$ cat config.mk
export PLATFORM = sky130hd
export DESIGN_NAME = seq_det_prog
export DESIGN_NICKNAME = d
export VERILOG_FILES = /design/src/rtl/seq_det_prog.sv
export SDC_FILE = /design/constraint.sdc
export NUM_CORES = 1
export LEC_CHECK = 0
export CELL_PAD_IN_SITES_DETAIL_PLACEMENT = 0
export CELL_PAD_IN_SITES_GLOBAL_PLACEMENT = 2
export CORE_MARGIN = 1.5
export CORE_UTILIZATION = 32
export CTS_CLUSTER_DIAMETER = 80
export DETAILED_ROUTE_END_ITERATION = 10
export PLACE_DENSITY_LB_ADDON = 0.3
export SYNTH_ARGS = -nofsm -noshare
export SYNTH_HDL_FRONTEND = slang
export SYNTH_SLANG_ARGS = --single-unit
$ cat constraint.sdc
create_clock -name clk -period 4.6 [get_ports clk]
set_clock_uncertainty 0.1 [all_clocks]
set_input_delay 0.69 -clock clk [delete_from_list [all_inputs] [get_ports clk]]
set_output_delay 0.69 -clock clk [all_outputs]
set_load 0.005 [all_outputs]
$ cat src/rtl/seq_det_prog.sv
// -----------------------------------------------------------------------------
// seq_det_prog -- programmable serial pattern detector
//
// Compares a qualified serial bit stream against a runtime-loaded pattern of
// 1..MAX_LEN bits. Detection can be overlapping or non-overlapping. Each hit
// produces a registered one-cycle match pulse and bumps a saturating counter.
// The reset configuration behaves as a fixed "1011" overlapping detector.
//
// Optional feature (macro SEQDET_GAP_TIMEOUT_EN):
//   When defined, a run of GAP_MAX consecutive cycles without din_valid clears
//   the bit history, so a pattern split across a long idle gap does not match.
//   When undefined, idle gaps never disturb the history.
//
// Ports:
//   clk          in   rising-edge clock
//   rst          in   asynchronous active-high reset
//   cfg_we       in   load cfg_pattern / cfg_len / cfg_overlap this cycle
//   cfg_pattern  in   pattern, bit cfg_len-1 earliest in time, bit 0 latest
//   cfg_len      in   pattern length (1..MAX_LEN accepted)
//   cfg_overlap  in   1 = overlapping detection, 0 = non-overlapping
//   din_valid    in   din is qualified this cycle
//   din          in   serial data bit
//   clr_count    in   synchronous clear of match_count (wins over a hit)
//   match        out  one-cycle registered match pulse
//   match_count  out  saturating match counter
//   cfg_err      out  one-cycle pulse after a rejected configuration write
// -----------------------------------------------------------------------------
module seq_det_prog #(
  parameter int                 MAX_LEN     = 8,
  parameter int                 LEN_W       = 4,
  parameter int                 CNT_W       = 8,
  parameter logic [MAX_LEN-1:0] RST_PATTERN = 8'b0000_1011,
  parameter logic [LEN_W-1:0]   RST_LEN     = 4'd4,
  parameter logic               RST_OVERLAP = 1'b1
`ifdef SEQDET_GAP_TIMEOUT_EN
  ,
  parameter int                 GAP_MAX     = 16
`endif
) (
  input  logic               clk,
  input  logic               rst,
  input  logic               cfg_we,
  input  logic [MAX_LEN-1:0] cfg_pattern,
  input  logic [LEN_W-1:0]   cfg_len,
  input  logic               cfg_overlap,
  input  logic               din_valid,
  input  logic               din,
  input  logic               clr_count,
  output logic               match,
  output logic [CNT_W-1:0]   match_count,
  output logic               cfg_err
);

  localparam logic [LEN_W-1:0] MAX_LEN_L = LEN_W'(MAX_LEN);

  logic [MAX_LEN-1:0] pat_q, pat_d;
  logic [LEN_W-1:0]   len_q, len_d;
  logic               ovl_q, ovl_d;
  logic [MAX_LEN-1:0] hist_q, hist_d;
  logic [LEN_W-1:0]   fill_q, fill_d;
  logic               match_q, match_d;
  logic [CNT_W-1:0]   cnt_q, cnt_d;
  logic               cfg_err_q, cfg_err_d;

  logic [MAX_LEN-1:0] mask_s;
  logic [MAX_LEN-1:0] hist_sh_s;
  logic [LEN_W-1:0]   fill_inc_s;
  logic               cfg_ok_s;
  logic               hit_s;

`ifdef SEQDET_GAP_TIMEOUT_EN
  localparam int               GAP_W     = $clog2(GAP_MAX + 1);
  localparam logic [GAP_W-1:0] GAP_MAX_L = GAP_W'(GAP_MAX);
  logic [GAP_W-1:0] gap_q, gap_d;
`endif

  // Hit detection: only the low len bits of history and pattern are compared.
  always_comb begin
    for (int i = 0; i < MAX_LEN; i++) begin
      mask_s[i] = (i < int'(len_q));
    end
    hist_sh_s  = {hist_q[MAX_LEN-2:0], din};
    // Saturating fill written as a compare so fill+1 can never wrap.
    fill_inc_s = (fill_q >= len_q) ? len_q : (fill_q + {{(LEN_W-1){1'b0}}, 1'b1});
    cfg_ok_s   = (cfg_len != {LEN_W{1'b0}}) && (cfg_len <= MAX_LEN_L);
    hit_s      = din_valid && !cfg_we && (fill_inc_s == len_q) &&
                 (((hist_sh_s ^ pat_q) & mask_s) == {MAX_LEN{1'b0}});
  end

  // Next-state logic for configuration, history, fill, outputs and counter.
  always_comb begin
    pat_d     = pat_q;
    len_d     = len_q;
    ovl_d     = ovl_q;
    hist_d    = hist_q;
    fill_d    = fill_q;
    match_d   = 1'b0;
    cfg_err_d = 1'b0;
    cnt_d     = cnt_q;
`ifdef SEQDET_GAP_TIMEOUT_EN
    gap_d     = gap_q;
`endif

    if (cfg_we) begin
      // Config has priority; any din bit this cycle is dropped.
`ifdef SEQDET_GAP_TIMEOUT_EN
      gap_d = {GAP_W{1'b0}};
`endif
      if (cfg_ok_s) begin
        pat_d  = cfg_pattern;
        len_d  = cfg_len;
        ovl_d  = cfg_overlap;
        hist_d = {MAX_LEN{1'b0}};
        fill_d = {LEN_W{1'b0}};
      end else begin
        cfg_err_d = 1'b1;
      end
    end else if (din_valid) begin
      hist_d = hist_sh_s;
`ifdef SEQDET_GAP_TIMEOUT_EN
      gap_d  = {GAP_W{1'b0}};
`endif
      if (hit_s) begin
        match_d = 1'b1;
        // Non-overlap restarts the fill so the next match needs len fresh bits.
        fill_d  = ovl_q ? fill_inc_s : {LEN_W{1'b0}};
      end else begin
        fill_d  = fill_inc_s;
      end
    end else begin
`ifdef SEQDET_GAP_TIMEOUT_EN
      // Count idle cycles; clear history once when the limit is reached.
      if (gap_q != GAP_MAX_L) begin
        gap_d = gap_q + {{(GAP_W-1){1'b0}}, 1'b1};
        if (gap_d == GAP_MAX_L) begin
          hist_d = {MAX_LEN{1'b0}};
          fill_d = {LEN_W{1'b0}};
        end else begin
          hist_d = hist_q;
        end
      end else begin
        gap_d = gap_q;
      end
`else
      hist_d = hist_q;
`endif
    end

    if (clr_count) begin
      cnt_d = {CNT_W{1'b0}};
    end else if (hit_s && (cnt_q != {CNT_W{1'b1}})) begin
      cnt_d = cnt_q + {{(CNT_W-1){1'b0}}, 1'b1};
    end else begin
      cnt_d = cnt_q;
    end
  end

  // State registers with asynchronous reset to the default 1011 configuration.
  always_ff @(posedge clk or posedge rst) begin
    if (rst) begin
      pat_q     <= RST_PATTERN;
      len_q     <= RST_LEN;
      ovl_q     <= RST_OVERLAP;
      hist_q    <= {MAX_LEN{1'b0}};
      fill_q    <= {LEN_W{1'b0}};
      match_q   <= 1'b0;
      cnt_q     <= {CNT_W{1'b0}};
      cfg_err_q <= 1'b0;
`ifdef SEQDET_GAP_TIMEOUT_EN
      gap_q     <= {GAP_W{1'b0}};
`endif
    end else begin
      pat_q     <= pat_d;
      len_q     <= len_d;
      ovl_q     <= ovl_d;
      hist_q    <= hist_d;
      fill_q    <= fill_d;
      match_q   <= match_d;
      cnt_q     <= cnt_d;
      cfg_err_q <= cfg_err_d;
`ifdef SEQDET_GAP_TIMEOUT_EN
      gap_q     <= gap_d;
`endif
    end
  end

  assign match       = match_q;
  assign match_count = cnt_q;
  assign cfg_err     = cfg_err_q;

endmodule

==> Slide: Implementation Results <==
Run Summary

Power and ir drop
  • Switching share of power: 30.0%
  • Psw: 0.000279 W
  • Worst-case vdd ir drop: 0.000202 V
  • Leak: 1.03 nW
  • Heaviest power group: sequential cells

Finish
  • Design Area, Final: 0.00231 mm²
  • Buffers, non-clock: 29
  • Area share of buffers outside the clock network: 12.5%
  • FF+latch count: 34
  • Combinational share of cell area: 40.1%
  • Area overhead of the layout relative to synthesis: 24.4%
  • Fraction of final layout cells with drive strength greater than 1: 14.8%
  • Layout multi-input combinational cell count: 130
  • Inverters: 8
  • Most instantiated logic cell after routing: sky130_fd_sc_hd__dfrtp_1

Synthesis
  • Net count entering floorplan: 204
  • Post-Synthesis Cells: 179
  • Post-synthesis simple-gate area fraction: 15.7%
  • XOR/XNOR Fraction of Synth Area: 7.56%
  • Largest cells by area: sky130_fd_sc_hd__dfrtp_1, sky130_fd_sc_hd__mux2_2, sky130_fd_sc_hd__dfstp_2
  • Adder-cell share of the synthesized area: 4.05%
  • Post-synthesis instance area: 0.00185 mm²
  • Post-synth tally of flip-flops with integrated enable: 0
  • Top-count cell post-synth: sky130_fd_sc_hd__dfrtp_1
  • Yosys warns: 0
  • Area share, top type: 39.1%
  • Mean instance size in the synthesized netlist: 10.4 µm²
  • Dominant synthesized flop cell: sky130_fd_sc_hd__dfrtp_1

Worst setup path
  • Reg-to-reg critical path startpoint: len_q[3]
  • End of the worst register-to-register path: match_count[3]
  • List of cells traversed by the critical path: clkdlybuf4s50_1 -> nand2b_1 -> a221oi_1 -> o221a_2 -> nand3_2 -> or4_1 -> a21oi_1
  • Required time worst endpoint: 4.71 ns
  • Worst-case reg-to-reg path depth: 7

Final timing
  • Final hold violation count: 0
  • Worst setup slack after layout: 1.63 ns
  • Final setup viols: 0
  • Relative slew slack: 47.3%
  • Worst hold slack: 0.417 ns

Floorplan
  • Total number of placement rows: 27
  • Inserted tap cell count: 72

Global routing
  • Met3 demand-to-capacity share in global routing: 3.68%
  • Met2 usage: 22.4%
  • Number of antenna violations at the first check in global routing: 0
  • Vias in the first global route: 1425

Clocking
  • Num Clock Sinks: 34
  • CTS Buf Count: 5

Job
  • Number of max-capacitance violations reported: 0

Route
  • Routed length per instance: 13.4 µm

Outcome
  • Outcome: finished clean
Nets reached from selected ports:
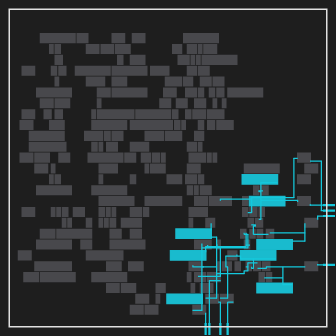
cyan -> `match_count`  # direction output, end cells 8, buffers 8, wire 295 µm
count of input and output buffers: 28
# IOs: 29

Routing congestion:
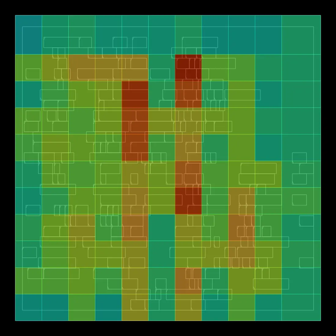
Total Routing Usage GR: 13.5%
final design utilization: 41.6%
met1 Track Usage GR: 16.8%

Cell area per tile:
8 x 8 tiles, from white (low) to dark blue (high), 0 to 100% covered.
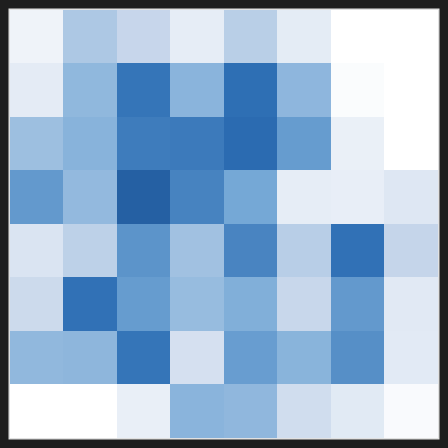
densest ninth of the die = middle
emptiest ninth of the die = top right
tiles over 75% full = 3.1%
placeable core region: 0.00554 mm²
pre-placement core utilization: 33.5%

Placement by cell class:
Scale bar: 20 µm. Fill, decap, tap and diode cells in gray.
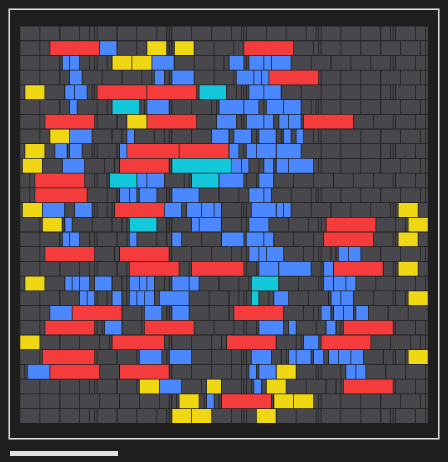
red -> sequential cells  # cells 34, share of their area 39%
yellow -> remaining buffers and delay cells  # cells 29, share of their area 13%
cyan -> clock drivers and dummy loads  # cells 8, share of their area 5.2%
blue -> remaining logic cells  # cells 138, share of their area 43%

No activity file was given, so power comes from the tool's default toggle rates.
